Fig. 1: routed metal, one color a layer
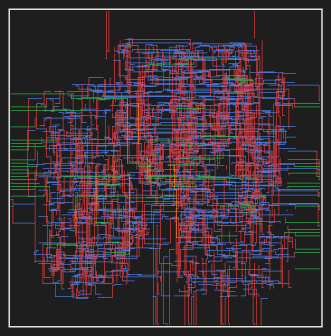
Fig. 2: met2 routing
Cells faint in the background.
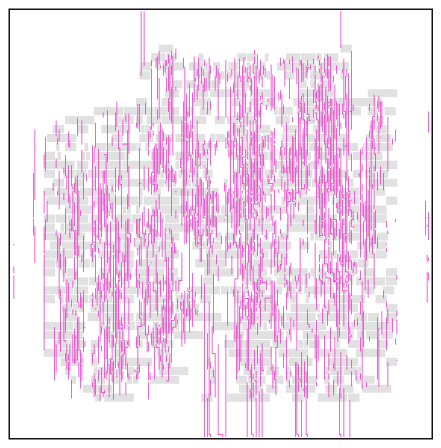
`config.mk`:
```
export PLATFORM = sky130hd
export DESIGN_NAME = pwm_ramp_ctrl
export DESIGN_NICKNAME = d
export VERILOG_FILES = /design/src/rtl/pwm_ctrl_pkg.sv /design/src/rtl/pwm_dwell_timer.sv /design/src/rtl/pwm_ramp_ctrl.sv
export SDC_FILE = /design/constraint.sdc
export NUM_CORES = 1
export LEC_CHECK = 0
export CAP_MARGIN = 40
export CORE_AREA = 10 10 118 120
export CTS_CLUSTER_SIZE = 8
export DETAILED_ROUTE_END_ITERATION = 6
export DIE_AREA = 0 0 128 130
export PLACE_DENSITY = 0.74
export RECOVER_POWER = 100
export SETUP_SLACK_MARGIN = 0.3
export SYNTH_ARGS = -nofsm -noshare
export SYNTH_HDL_FRONTEND = slang
export SYNTH_SLANG_ARGS = --single-unit
export TNS_END_PERCENT = 100
```
`constraint.sdc`:
```
create_clock -name clk -period 7.9 [get_ports clk]
set_input_delay 0.79 -clock clk [delete_from_list [all_inputs] [get_ports clk]]
set_output_delay 0.79 -clock clk [all_outputs]
set_load 0.02 [all_outputs]
```
`src/rtl/pwm_ctrl_pkg.sv`:
```
// Shared types and helpers for the PWM soft-start/soft-stop sequencer.
// Holds the controller state encoding and the saturating duty step rule.
package pwm_ctrl_pkg;

  localparam int PWM_CTRL_WIDTH = 8;

  typedef enum logic [1:0] {
    IDLE = 2'd0,
    ARM  = 2'd1,
    RAMP = 2'd2,
    HOLD = 2'd3
  } ctrl_state_e;

  typedef logic [PWM_CTRL_WIDTH-1:0] duty_t;

  // Moves cur one step toward tgt. Lands exactly on tgt when it is within one
  // step, so the result never overshoots and never wraps.
  function automatic duty_t step_toward(input duty_t cur, input duty_t tgt, input duty_t step);
    duty_t diff;
    if (tgt >= cur) begin
      diff        = tgt - cur;
      step_toward = (diff <= step) ? tgt : duty_t'(cur + step);
    end else begin
      diff        = cur - tgt;
      step_toward = (diff <= step) ? tgt : duty_t'(cur - step);
    end
  endfunction

endpackage

```
`src/rtl/pwm_dwell_timer.sv`:
```
// Counts PWM period ticks and flags the tick on which the dwell limit is reached.
// A zero limit behaves as a limit of one (expire on every tick).
module pwm_dwell_timer #(
  parameter int DWELL_W = 16
) (
  input  logic               clk,
  input  logic               rst,
  input  logic               clear,
  input  logic               tick,
  input  logic [DWELL_W-1:0] limit,
  output logic               expire
);

  logic [DWELL_W-1:0] count;
  logic [DWELL_W:0]   next_count;
  logic [DWELL_W:0]   eff_limit;

  // Compare with >= so a limit lowered mid-count still expires on the next tick.
  always_comb begin
    eff_limit  = (limit == '0) ? (DWELL_W+1)'(1) : {1'b0, limit};
    next_count = {1'b0, count} + (DWELL_W+1)'(1);
    expire     = tick && (next_count >= eff_limit);
  end

  // NOTE: sequential state uses non-blocking assignments so every flop samples
  // pre-edge values regardless of statement order.
  always_ff @(posedge clk or posedge rst) begin
    if (rst) begin
      count <= '0;
    end else if (tick) begin
      count <= expire ? '0 : next_count[DWELL_W-1:0];
    end else if (clear) begin
      count <= '0;
    end
  end

endmodule

```
`src/rtl/pwm_ramp_ctrl.sv`:
```
// Soft-start/soft-stop sequencer feeding enable, duty and period of a pwm_generator.
// Duty moves toward the target one step per dwell periods, only on period boundaries.
module pwm_ramp_ctrl
  import pwm_ctrl_pkg::*;
#(
  parameter int WIDTH   = PWM_CTRL_WIDTH,
  parameter int DWELL_W = 16
) (
  input  logic               clk,
  input  logic               rst,
  input  logic               start,
  input  logic               stop,
  input  logic               abort,
  input  logic [WIDTH-1:0]   target_duty,
  input  logic [WIDTH-1:0]   step,
  input  logic [DWELL_W-1:0] dwell,
  input  logic [WIDTH-1:0]   period_in,
  input  logic               period_tick,
  output logic               pwm_enable,
  output logic [WIDTH-1:0]   pwm_duty,
  output logic [WIDTH-1:0]   pwm_period,
  output logic               busy,
  output logic               done
);

  typedef struct packed {
    ctrl_state_e        state;
    logic [WIDTH-1:0]   tgt;
    logic [WIDTH-1:0]   step;
    logic [DWELL_W-1:0] dwell;
    logic [WIDTH-1:0]   duty;
    logic [WIDTH-1:0]   period;
    logic [WIDTH-1:0]   shadow;
    logic               pend;
    logic               enable;
    logic               stopping;
    logic               done;
  } ctrl_t;

  // q: registered context; c: after commands; n: after the period tick.
  ctrl_t            q, c, n;
  logic             busy_q;
  logic             timer_tick;
  logic             timer_clear;
  logic             expire;
  logic [WIDTH-1:0] step_sel;
  logic [WIDTH-1:0] duty_step;

  assign step_sel = (step == '0) ? WIDTH'(1) : step;

  // Command phase: abort > stop > start.
  // NOTE: every field gets a default (c = q) before any branch, so no latches.
  always_comb begin
    c      = q;
    c.done = 1'b0;
    if (abort) begin
      c.state    = IDLE;
      c.duty     = '0;
      c.enable   = 1'b0;
      c.stopping = 1'b0;
      c.pend     = 1'b0;
    end else if (stop && q.state != IDLE) begin
      c.tgt      = '0;
      c.step     = step_sel;
      c.dwell    = dwell;
      c.stopping = 1'b1;
      if (q.duty == '0) begin
        c.state    = IDLE;
        c.enable   = 1'b0;
        c.stopping = 1'b0;
        c.pend     = 1'b0;
        c.done     = 1'b1;
      end else if (q.state == HOLD) begin
        c.state = RAMP;
      end
    end else if (start) begin
      c.tgt      = target_duty;
      c.step     = step_sel;
      c.dwell    = dwell;
      c.stopping = 1'b0;
      if (q.state == IDLE) begin
        c.state  = ARM;
        c.enable = 1'b1;
        c.period = period_in;
      end else begin
        // A running generator only sees a new period at the next wrap.
        c.shadow = period_in;
        c.pend   = 1'b1;
        if (target_duty == q.duty) begin
          c.state = HOLD;
          c.done  = 1'b1;
        end else if (q.state == HOLD) begin
          c.state = RAMP;
        end
      end
    end
  end

  assign timer_tick  = period_tick && (c.state == RAMP);
  assign timer_clear = (q.state != RAMP);

  pwm_dwell_timer #(
    .DWELL_W (DWELL_W)
  ) u_dwell_timer (
    .clk    (clk),
    .rst    (rst),
    .clear  (timer_clear),
    .tick   (timer_tick),
    .limit  (c.dwell),
    .expire (expire)
  );

  // Tick phase, evaluated against the post-command state.
  always_comb begin
    n         = c;
    duty_step = step_toward(c.duty, c.tgt, c.step);
    if (period_tick && c.state != IDLE) begin
      if (c.pend) begin
        n.period = c.shadow;
        n.pend   = 1'b0;
      end
      case (c.state)
        ARM: n.state = RAMP;
        RAMP: begin
          if (expire) begin
            n.duty = duty_step;
            if (duty_step == c.tgt) begin
              n.done = 1'b1;
              if (c.stopping) begin
                n.state    = IDLE;
                n.enable   = 1'b0;
                n.stopping = 1'b0;
                n.pend     = 1'b0;
              end else begin
                n.state = HOLD;
              end
            end
          end
        end
        default: ;
      endcase
    end
  end

  always_ff @(posedge clk or posedge rst) begin
    if (rst) begin
      q      <= '0;
      busy_q <= 1'b0;
    end else begin
      q      <= n;
      busy_q <= (n.state == ARM) || (n.state == RAMP);
    end
  end

  assign pwm_enable = q.enable;
  assign pwm_duty   = q.duty;
  assign pwm_period = q.period;
  assign done       = q.done;
  assign busy       = busy_q;

endmodule
```
==> ci_impl_report.md <==
## PnR job results

| Metric | Value |
|---|---|
| Outcome | finished with violations |
| Violated checks | max-capacitance violations, max-slew violations |
| Layout cells sized above 1 | 3.39% |
| Top cells by count | dfrtp_1 (79), ha_1 (63), nand2_1 (63) |
| Adder Area Share | 14.0% |
| Total sequential power | 0.000468 W |
| Reg-to-Reg End | q[61] |
| # Cells Yosys | 683 |
| Nets | 845 |
| Worst reg2reg setup slack | 1.87 ns |
| Die H | about 130 um |
| Fin crit share | 83.1% |
| Mapped Nets | 796 |
| Hold path depth | 2 |
| Reported max-cap violation count | 1 |
| Fin Hold WS | 0.481 ns |
| Worst Hold Class | flip-flop to flip-flop |
| Top-count cell post-synth | dfrtp_1 |
| Fmax | about 150 MHz |
| WP data required | ~8.1 ns |
| Leak | 3.43 nW |
| Cells after Synth | 683 |
| Final Max Tran Viols | 58 |
| Num CTS Buffers | 9 |
| Final Non-Filler Cells | 884 |
| Hold buffer count at CTS | 0 |
| Layout area overhead | 15.8% |
| Largest net degree at the start of global routing | 58 |
| Placer Congestion | 0.932 |
| Crit path launch type | primary input |
| Initial antenna violation count | 0 |
| Placed Cells | 868 |
| Hold Startpoint | q[41] |
| Most numerous logic cells after layout | dfrtp_1 (79), nand2_1 (63), ha_1 (63) |
| Mapped cell area | 6190 um2 |
| Total Wirelength | 16300 um |
| Placed Area | a little under 7000 um2 |
| Die x size | 128 um |
| Synth area leader | dfrtp_1 |
| Crit path time final | 6.56 ns |
| XOR Share, Synth | 8.06% |
| Core Rows | 40 |
| Worst rel slew slack | -105% |
| Yosys aoi share | 17.6% |
| RSZ-0062 raised after global routing | no |
| Syn Area/Cell | slightly above 9 um2 |
| VDD IR-drop max | 0.184 mV |
| FFs w/ async S/R, synth | 100% |
| Yosys synthesis chip area | 6190 um2 |
| Diode count | 0 |
| Worst-Margin Slew | 3.08 ns |
| Reg2Reg Launch Point | q[60] |
| Final instance area | 7170 um2 |
| Clk root buf | clkbuf_16 |
| Via count | between 5000 and 6000 |
| Post-layout util | 61.2% |
| Comb pwr | slightly below 0.0005 W |
| Hold Fails Final Rpt | 0 |
| IO buf count | roughly 64 |
| Sum Neg Setup Slack | 0 ns |
| Most numerous logic cell after layout | dfrtp_1 |
| CP endpoint kind | flip-flop |
| Synth cell types | 67 |
| Top-area cell share | approximately a third |
| Pwr dens | 198 nW/um2 |
| CTS sink count | 79 |
| FP Core Util | 52.9% |
| NetSw | 0.000485 W |
| First drt pass iteration count | 5 |
| Top cells by area | dfrtp_1 (32%), ha_1 (13%), xnor2_1 (4.8%) |
| Int Power | 0.000936 W |
| Final setup fails | 0 |
| # DRC | 0 |
| Initial drt markers | roughly 470 |
| CP Max Fanout | 23 |
| Clk ins delay skew pair | 0.34 ns |
| Hold Path End | q[41] |
| CTS resizes | 0 |
| Synthesis Warnings | 0 |
| Reg clk slew, reported paths | 0.06 ns |
| Clock skew | 0.00691 ns |
| Post-DP HPWL | 12900 um |
| Mux area share | 6.14% |
| Power share of the sequential group | 32.9% |
| Crit path DAT | 6.79 ns |
| Flops after synth | 79 |
Back to the opening pictures, Fig. 1:
Key: green = M3 [wire length 1100 um]; red = M2 [wire length 7730 um]; blue = M1 [wire length 7280 um]; orange = M4 [wire length 179 um]
WL per Instance: 18.4 um
Tot GR Track Use: 19.9%

Back to the opening pictures, Fig. 2:
715 nets have wire on it. The layer carries 7730 um of wire. The layer holds 47% of the routed length. The wires run mostly vertical. The longest straight run is 46.4 um.

-- through the flow --
stage / setup WS, ns / total power, W
floorplan: 2.53 / 0.000836
global placement: 1.57 / 0.000959
detailed placement: 1.27 / 0.000976
CTS: 1.60 / 0.00144
global route: 0.887 / 0.00151
finish: 1.34 / 0.00142
-- worst max-delay path, stage by stage --
cell	delay [ns]
dlygate4sd3_1	0.64
inv_1	0.21
o21ai_0	0.13
buf_4	0.32
a22o_1	0.29
inv_1	0.18
fa_1	0.48
a21o_1	0.20
a21oi_1	0.20
o21ai_0	0.10
a21oi_1	0.18
xnor2_1	0.15
ha_1	0.27
o21ai_0	0.16
nor2_1	0.07
o311ai_2	0.65
inv_1	0.29
a2111oi_0	0.46
o2111ai_1	0.28
or2_0	0.35
a311o_1	0.38
-- final cells by class --
class,count,area (um2)
clock inverters,7,105
multi-input cells,516,3790
flip-flops and latches,79,1980
repair buffers,75,693
well taps,147,184
clock buffers,9,225
fillers,1031,4540
inverters,51,193
-- how the worst max path moves through the flow --
stage,startpoint,endpoint,depth (start not counted)
after floorplan,stop,q[61],23
after global placement,abort,q[61],21
after detailed placement,abort,q[61],21
after CTS,abort,q[61],21
after global routing,abort,q[61],21
final,abort,q[61],21
-- per-layer routing --
layer  up-vias  part of all wire (%)  global-route usage (%)
li1       2524                     -                       -
met5         -                     0                       0
met4         0                   1.1                    4.77
met2       189                    47                    33.3
met3        19                   6.8                    4.50
met1      2530                    45                    25.4
-- flip-flops by register name, summed over array words and instances (netlist names), named ones only --
register,cells
q,43
u_dwell_timer.count,16
pwm_duty,8
pwm_period,8
busy,1
done,1
pwm_enable,1
Power figures rest on the tool's default switching activity, not on a simulated workload.
